==> src/rtl/uart_pkg.sv <==
`default_nettype none
// ============================================================================
//  Module  : uart_pkg
//  Purpose : Types, constants and helpers shared by the UART transmit and
//            receive paths.
//  Contents: tx_state_t  - serializer state encoding
//            IDLE_LEVEL  - level of an idle serial line
//            parity_bit  - parity of a data word (even or odd)
//  Revision: 1.0 - initial release
// ============================================================================
package uart_pkg;

  typedef enum logic [2:0] {
    TX_IDLE,
    TX_START,
    TX_DATA,
    TX_PARITY,
    TX_STOP
  } tx_state_t;

  localparam logic IDLE_LEVEL = 1'b1;

  // Takes a zero-extended word so any DATA_BITS up to 64 can share one
  // function; the zero padding does not change the XOR reduction.
  function automatic logic parity_bit(input logic [63:0] data, input logic odd);
    return (^data) ^ odd;
  endfunction

endpackage
`default_nettype wire

==> src/rtl/uart_bit_timer.sv <==
`default_nettype none
// ============================================================================
//  Module  : uart_bit_timer
//  Purpose : Clock-cycle divider that marks the last cycle of each serial bit.
//  Ports   : Clock   - system clock (rising edge)
//            Reset   - synchronous active-high reset
//            Restart - holds the count at zero; counting starts when released
//            BitEnd  - high in the final cycle of every CLKS_PER_BIT period
//  Revision: 1.0 - initial release
// ============================================================================
module uart_bit_timer #(
  parameter int CLKS_PER_BIT = 434
) (
  input  logic Clock,
  input  logic Reset,
  input  logic Restart,
  output logic BitEnd
);

  localparam int              CNT_W    = $clog2(CLKS_PER_BIT);
  localparam logic [CNT_W-1:0] TERMINAL = CNT_W'(CLKS_PER_BIT - 1);

  logic [CNT_W-1:0] cnt_q;
  logic [CNT_W-1:0] cnt_d;

  // Free-running wrap keeps consecutive bits exactly CLKS_PER_BIT apart
  // without any re-arm from the consumer.
  always_comb begin
    cnt_d = cnt_q;
    if (Restart || (cnt_q == TERMINAL)) begin
      cnt_d = '0;
    end else begin
      cnt_d = cnt_q + CNT_W'(1);
    end
  end

  always_ff @(posedge Clock) begin
    if (Reset) begin
      cnt_q <= '0;
    end else begin
      cnt_q <= cnt_d;
    end
  end

  assign BitEnd = (cnt_q == TERMINAL);

endmodule
`default_nettype wire

==> src/rtl/uart_tx_serializer.sv <==
`default_nettype none
// ============================================================================
//  Module  : uart_tx_serializer
//  Purpose : Pops bytes from the TX FIFO and serialises them as
//            start / LSB-first data / optional parity / stop bit(s).
//  Ports   : Clock     - system clock (rising edge)
//            Reset     - synchronous active-high reset
//            TxEnable  - permits starting a new frame
//            FifoEmpty - FIFO empty flag
//            FifoData  - head-of-FIFO data (valid while FifoEmpty=0)
//            FifoRead  - one-cycle pop strobe to the FIFO
//            Tx        - serial output, idles high
//            Busy      - high while a frame is in progress
//            TxDone    - one-cycle pulse after the last stop bit
//  Revision: 1.0 - initial release
// ============================================================================
module uart_tx_serializer
  import uart_pkg::*;
#(
  parameter int DATA_BITS    = 8,
  parameter int CLKS_PER_BIT = 434,
  parameter int STOP_BITS    = 1,
  parameter int PARITY_EN    = 0,
  parameter int PARITY_ODD   = 0
) (
  input  logic                 Clock,
  input  logic                 Reset,
  input  logic                 TxEnable,
  input  logic                 FifoEmpty,
  input  logic [DATA_BITS-1:0] FifoData,
  output logic                 FifoRead,
  output logic                 Tx,
  output logic                 Busy,
  output logic                 TxDone
);

  localparam int               IDX_W     = (DATA_BITS > 1) ? $clog2(DATA_BITS) : 1;
  localparam logic [IDX_W-1:0] LAST_DATA = IDX_W'(DATA_BITS - 1);
  localparam logic [IDX_W-1:0] LAST_STOP = IDX_W'(STOP_BITS - 1);

  tx_state_t            state_q, state_d;
  logic [DATA_BITS-1:0] data_q,  data_d;   // byte latched on the pop edge
  logic [IDX_W-1:0]     idx_q,   idx_d;    // data bit index, reused as stop bit count
  logic                 tx_q,    tx_d;
  logic                 read_q,  read_d;
  logic                 busy_q,  busy_d;
  logic                 done_q,  done_d;

  logic                 bit_end;
  logic                 timer_restart;
  logic                 par_bit;

  // Holding the timer in reset while idle aligns every bit period to the
  // pop edge, so the start bit lasts exactly CLKS_PER_BIT cycles.
  assign timer_restart = (state_q == TX_IDLE);

  uart_bit_timer #(
    .CLKS_PER_BIT(CLKS_PER_BIT)
  ) u_bit_timer (
    .Clock  (Clock),
    .Reset  (Reset),
    .Restart(timer_restart),
    .BitEnd (bit_end)
  );

  assign par_bit = parity_bit(64'(data_q), (PARITY_ODD != 0));

  always_comb begin
    state_d = state_q;
    data_d  = data_q;
    idx_d   = idx_q;
    tx_d    = tx_q;
    read_d  = 1'b0;
    done_d  = 1'b0;

    case (state_q)
      TX_IDLE: begin
        tx_d  = IDLE_LEVEL;
        idx_d = '0;
        // FifoEmpty is only looked at here, so the FIFO's flag lag after a
        // pop can never trigger a second read for the same frame.
        if (TxEnable && !FifoEmpty) begin
          data_d  = FifoData;
          state_d = TX_START;
          tx_d    = 1'b0;
          read_d  = 1'b1;
        end
      end

      TX_START: begin
        if (bit_end) begin
          state_d = TX_DATA;
          idx_d   = '0;
          tx_d    = data_q[0];
        end
      end

      TX_DATA: begin
        if (bit_end) begin
          if (idx_q == LAST_DATA) begin
            idx_d = '0;
            if (PARITY_EN != 0) begin
              state_d = TX_PARITY;
              tx_d    = par_bit;
            end else begin
              state_d = TX_STOP;
              tx_d    = IDLE_LEVEL;
            end
          end else begin
            idx_d = idx_q + IDX_W'(1);
            tx_d  = data_q[idx_d];
          end
        end
      end

      TX_PARITY: begin
        if (bit_end) begin
          state_d = TX_STOP;
          idx_d   = '0;
          tx_d    = IDLE_LEVEL;
        end
      end

      TX_STOP: begin
        tx_d = IDLE_LEVEL;
        if (bit_end) begin
          if (idx_q == LAST_STOP) begin
            state_d = TX_IDLE;
            idx_d   = '0;
            done_d  = 1'b1;
          end else begin
            idx_d = idx_q + IDX_W'(1);
          end
        end
      end

      default: begin
        state_d = TX_IDLE;
        idx_d   = '0;
        tx_d    = IDLE_LEVEL;
      end
    endcase

    busy_d = (state_d != TX_IDLE);
  end

  always_ff @(posedge Clock) begin
    if (Reset) begin
      state_q <= TX_IDLE;
      data_q  <= '0;
      idx_q   <= '0;
      tx_q    <= IDLE_LEVEL;
      read_q  <= 1'b0;
      busy_q  <= 1'b0;
      done_q  <= 1'b0;
    end else begin
      state_q <= state_d;
      data_q  <= data_d;
      idx_q   <= idx_d;
      tx_q    <= tx_d;
      read_q  <= read_d;
      busy_q  <= busy_d;
      done_q  <= done_d;
    end
  end

  assign FifoRead = read_q;
  assign Tx       = tx_q;
  assign Busy     = busy_q;
  assign TxDone   = done_q;

endmodule
`default_nettype wire

==> config.mk <==
export PLATFORM = sky130hd
export DESIGN_NAME = uart_tx_serializer
export DESIGN_NICKNAME = d
export VERILOG_FILES = /design/src/rtl/uart_pkg.sv /design/src/rtl/uart_bit_timer.sv /design/src/rtl/uart_tx_serializer.sv
export SDC_FILE = /design/constraint.sdc
export NUM_CORES = 1
export LEC_CHECK = 0
export ABC_AREA = 1
export CAP_MARGIN = 15
export CELL_PAD_IN_SITES_DETAIL_PLACEMENT = 1
export CELL_PAD_IN_SITES_GLOBAL_PLACEMENT = 1
export CORE_ASPECT_RATIO = 0.75
export CORE_UTILIZATION = 42
export CTS_CLUSTER_DIAMETER = 80
export DETAILED_ROUTE_END_ITERATION = 8
export PLACE_DENSITY = 0.87
export SLEW_MARGIN = 20
export SYNTH_ARGS = -nofsm -noshare
export SYNTH_HDL_FRONTEND = slang
export SYNTH_SLANG_ARGS = --single-unit
==> constraint.sdc <==
create_clock -name Clock -period 4 [get_ports Clock]
set_input_delay 1.2 -clock Clock [delete_from_list [all_inputs] [get_ports Clock]]
set_output_delay 1.2 -clock Clock [all_outputs]
set_load 0.01 [all_outputs]
Fig. 1: clock distribution
Scale bar: 20 µm.
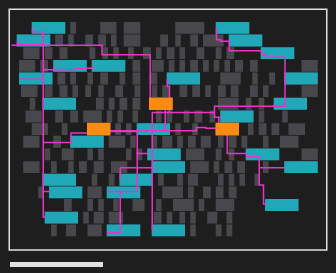
legend:
  clock wires:
    colour: magenta
    length: 345 µm
  clock-net drivers:
    colour: orange
    count: 3
  flip-flops:
    colour: cyan
    count: 27
routed clock nets: 4
flops lie: all over the die
clock network power share: 0.315
clock skew: 0.00963 ns
Late-Pin Clk Latency: 0.28 ns
clk pwr: 0.000158 W

Fig. 2: cell sizes after repair
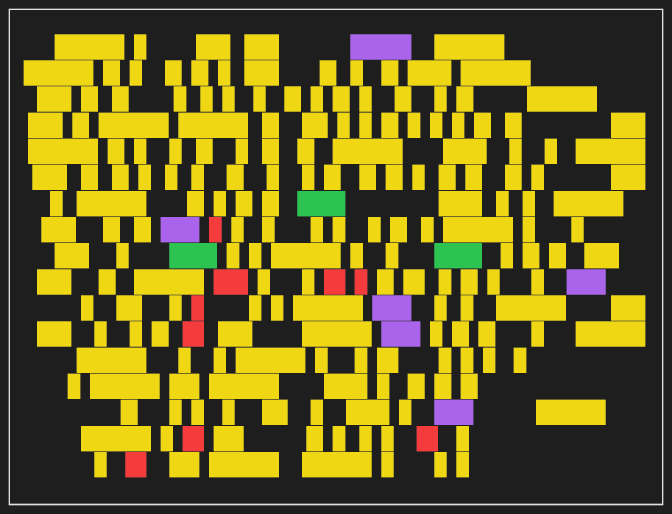
legend:
  x1 and smaller:
    colour: yellow
    cells: 188
  x2:
    colour: red
    cells: 9
  x3 and x4:
    colour: purple
    cells: 6
  x6 and larger:
    colour: green
    cells: 3

Fig. 3: wiring heat map
14 x 10 tiles, from dark blue (low) to red (high), scaled to the fullest tile. Values are wire area over tile area, all layers added.
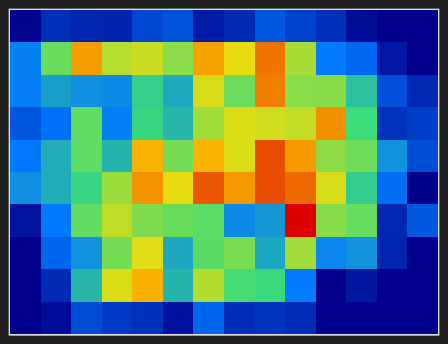
mean over tiles: 0.15
nearly empty tiles: 11%
emptiest ninth of the die: south-east
post-DR wirelength/cell: 13.7 µm
Post-Route WL: 3350 µm
Overall Global Routing Usage: 0.224
Vias: 1253

Fig. 4: cell outlines without signal wires
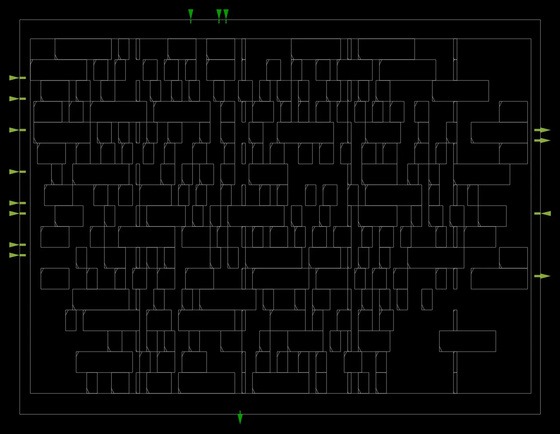
Core ar.: 0.00302 mm²
filler cell count: 395
flop share of the area: 0.340

Fig. 5: sequential cells coloured by netlist name
Scale bar: 20 µm.
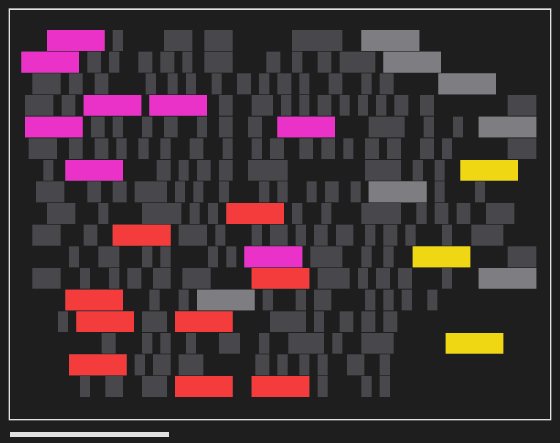
legend:
  state_q:
    colour: yellow
    sequential_cells: 3
  u_bit_timer.cnt_q:
    colour: red
    sequential_cells: 9
  data_q:
    colour: magenta
    sequential_cells: 8
FF/Latch Area: 541 µm²
fin util: 0.526
Seq power: 0.000284 W

[metal layers]
layer	share of wire	routed length, µm
met1	0.47	1590
met3	0.031	105
met2	0.50	1660
met5	0	0
met4	0	0
[cell usage in the layout, fill, tap and decap left out, types with 5 or more instances in the layout]
cell,count
nand2_1,39
dfxtp_1,27
clkdlybuf4s50_1,15
a21oi_1,14
inv_1,24
nor2_1,21
o21ai_0,10
nand3_1,15
ha_1,5
nor3_1,5
[power by group]
part,leakage [nW],internal (W),switching (W)
Clock,0.0228,0.0000715,0.0000865
Sequential,0.220,0.000279,0.00000524
Combinational,0.419,0.0000269,0.0000329
Total,0.662,0.000377,0.000125
[flip-flops by register name, indices dropped and copies added, names as in the netlist]
signal	flops
state_q	3
Tx	1
TxDone	1
u_bit_timer.cnt_q	9
data_q	8
Busy	1
idx_q	3
FifoRead	1
==> results.ini <==
[place]
dp.cells = 240
place.gp.congestion = 0.877
numPortBuffers = 15
dp.final_hpwl_um = 2550
pre_cts_slack_ns = 1.28
postPlaceCellArea_mm2 = 0.00154

[cts]
cts_buffer_depth = 2
hold_buffers = 0
cts_setup_buffers = 0
cts_htree_levels = 1
post_cts_resized = 0
cts_buffers = 3
clockRootBuffer = clkbuf_8
cts.clk_slew.worst_paths_ns = 0.09
cts_sinks = 27
cts_tree = yes

[sta]
worst_slack_ns = 1.56
finalHoldViolCount = 0
rsz0062_at_grt = no
whs_ns = 0.461
fin_tns_setup_ns = 0
setup_viol = 0
fin_crit_sh = 0.610
fin_crit_ns = 2.44
maxSlewViolCount = 0
maxSlewHeadroom = 0.737
tightest_slew_ns = 0.394
max_freq_mhz = 410

[finish]
drive_gt1_frac = 0.0874
num_antenna_cells = 0
fin_cells = 244
clock_buffers = 4
buffers = 15
comb_area_um2 = 704
syn_to_final_growth_pct = 16.1
largestClassByArea = multi-input combinational cells
comb_share = 0.443
stdcell_area_mm2 = 0.00159
inverters = 27
ff_count = 27
buf_share = 0.0945
layout.nets = 224
clkCellAreaFrac = 0.0283
logic_gate_count = 133

[critical_path]
worstSetupStartpointType = primary input
crit_slowest_cell = clkdlybuf4s50_1
max_stage_delay_ns = 0.50
cp_num_buf_inv = 2
crit_required_ns = 4.18
reg2reg_from = idx_q[0]$_SDFFE_PP0P_
crit_chain = clkdlybuf4s50_1, inv_1, nand3_2, nor3b_1
critPathLaunch = Reset
reg2reg_slack_ns = 2.37
endpoint = u_bit_timer.cnt_q[3]$_SDFF_PP0_
cp_max_fo = 14
r2r-end = idx_q[1]$_SDFFE_PP0P_
cp_num_cells = 4
timing_worst_setup_path_type = in2reg
critPathArrivalTime_ns = 2.62
critPathTopFamily = buffers and inverters
worstSetupEndpointType = flip-flop
worst-r2r-cell-count = 7

[synth]
area_leaders = dfxtp_1 39%, nand2_1 11%, inv_1 6.6%
ys_types = 24
yosys_cells = 190
syn-instance-count = 190
edf_count = 0
ys_sh_mux = 0
post-synth-top-area-fraction = 0.395
netlist.top_cell.by_area = dfxtp_1
ys_area_mm2 = 0.00137
ys_sh_adder = 0.0457
top_cells_by_count = 39 x nand2_1, 27 x dfxtp_1, 24 x inv_1
ff_type = dfxtp_1
syn-num-nets = 207
async_flop_share = 0
synth_flops = 27
ys_sh_simple = 0.347
synthMostInstantiatedCell = nand2_1
synth.comb.largest_family = simple AND/OR/NAND/NOR gates
synth_area_mm2 = 0.00137
syn_avg_cell_area_um2 = 7.20
aoi_share = 0.102
ys_warn_count = 0
xor_share = 0.0192
ys_seq_share = 0.395

[floorplanning]
die_h_um = 51.4
ios = 16
fp_util = 0.453
die_area_mm2 = 0.00349
die_w_um = 67.9
rows = 17
nWellTaps = 38

[min_path]
holdPathStages = 2
min_to = data_q[4]$_SDFFE_PP0P_
min_from = data_q[4]$_SDFFE_PP0P_
hold_class = reg2reg

[power]
power_density_mw_per_mm2 = 316
peakVddDrop_mv = 0.184
power_w = 0.000502
power.leakage_nw = 0.662

[routing]
routed_via_density = 5.14
drt_iter0_markers = 76
dr.pass1.iters = 4
ant_nets = 0
drc = 0

[status]
outcome = finished, final reports clean

[grt]
grt_pass1_wl_um = 5750
met3_usage = 0.0580
met2_usage = 0.381
top_usage_layer = met2
met1_usage = 0.278
antenna_found_initial = 0
grt_overflow = 0
grt_pass1_vias = 1296
grt_start_max_net_pins = 19

[job]
maxCapViolations = 0
warning_count = 28

Power is estimated from default activity; no workload was simulated.
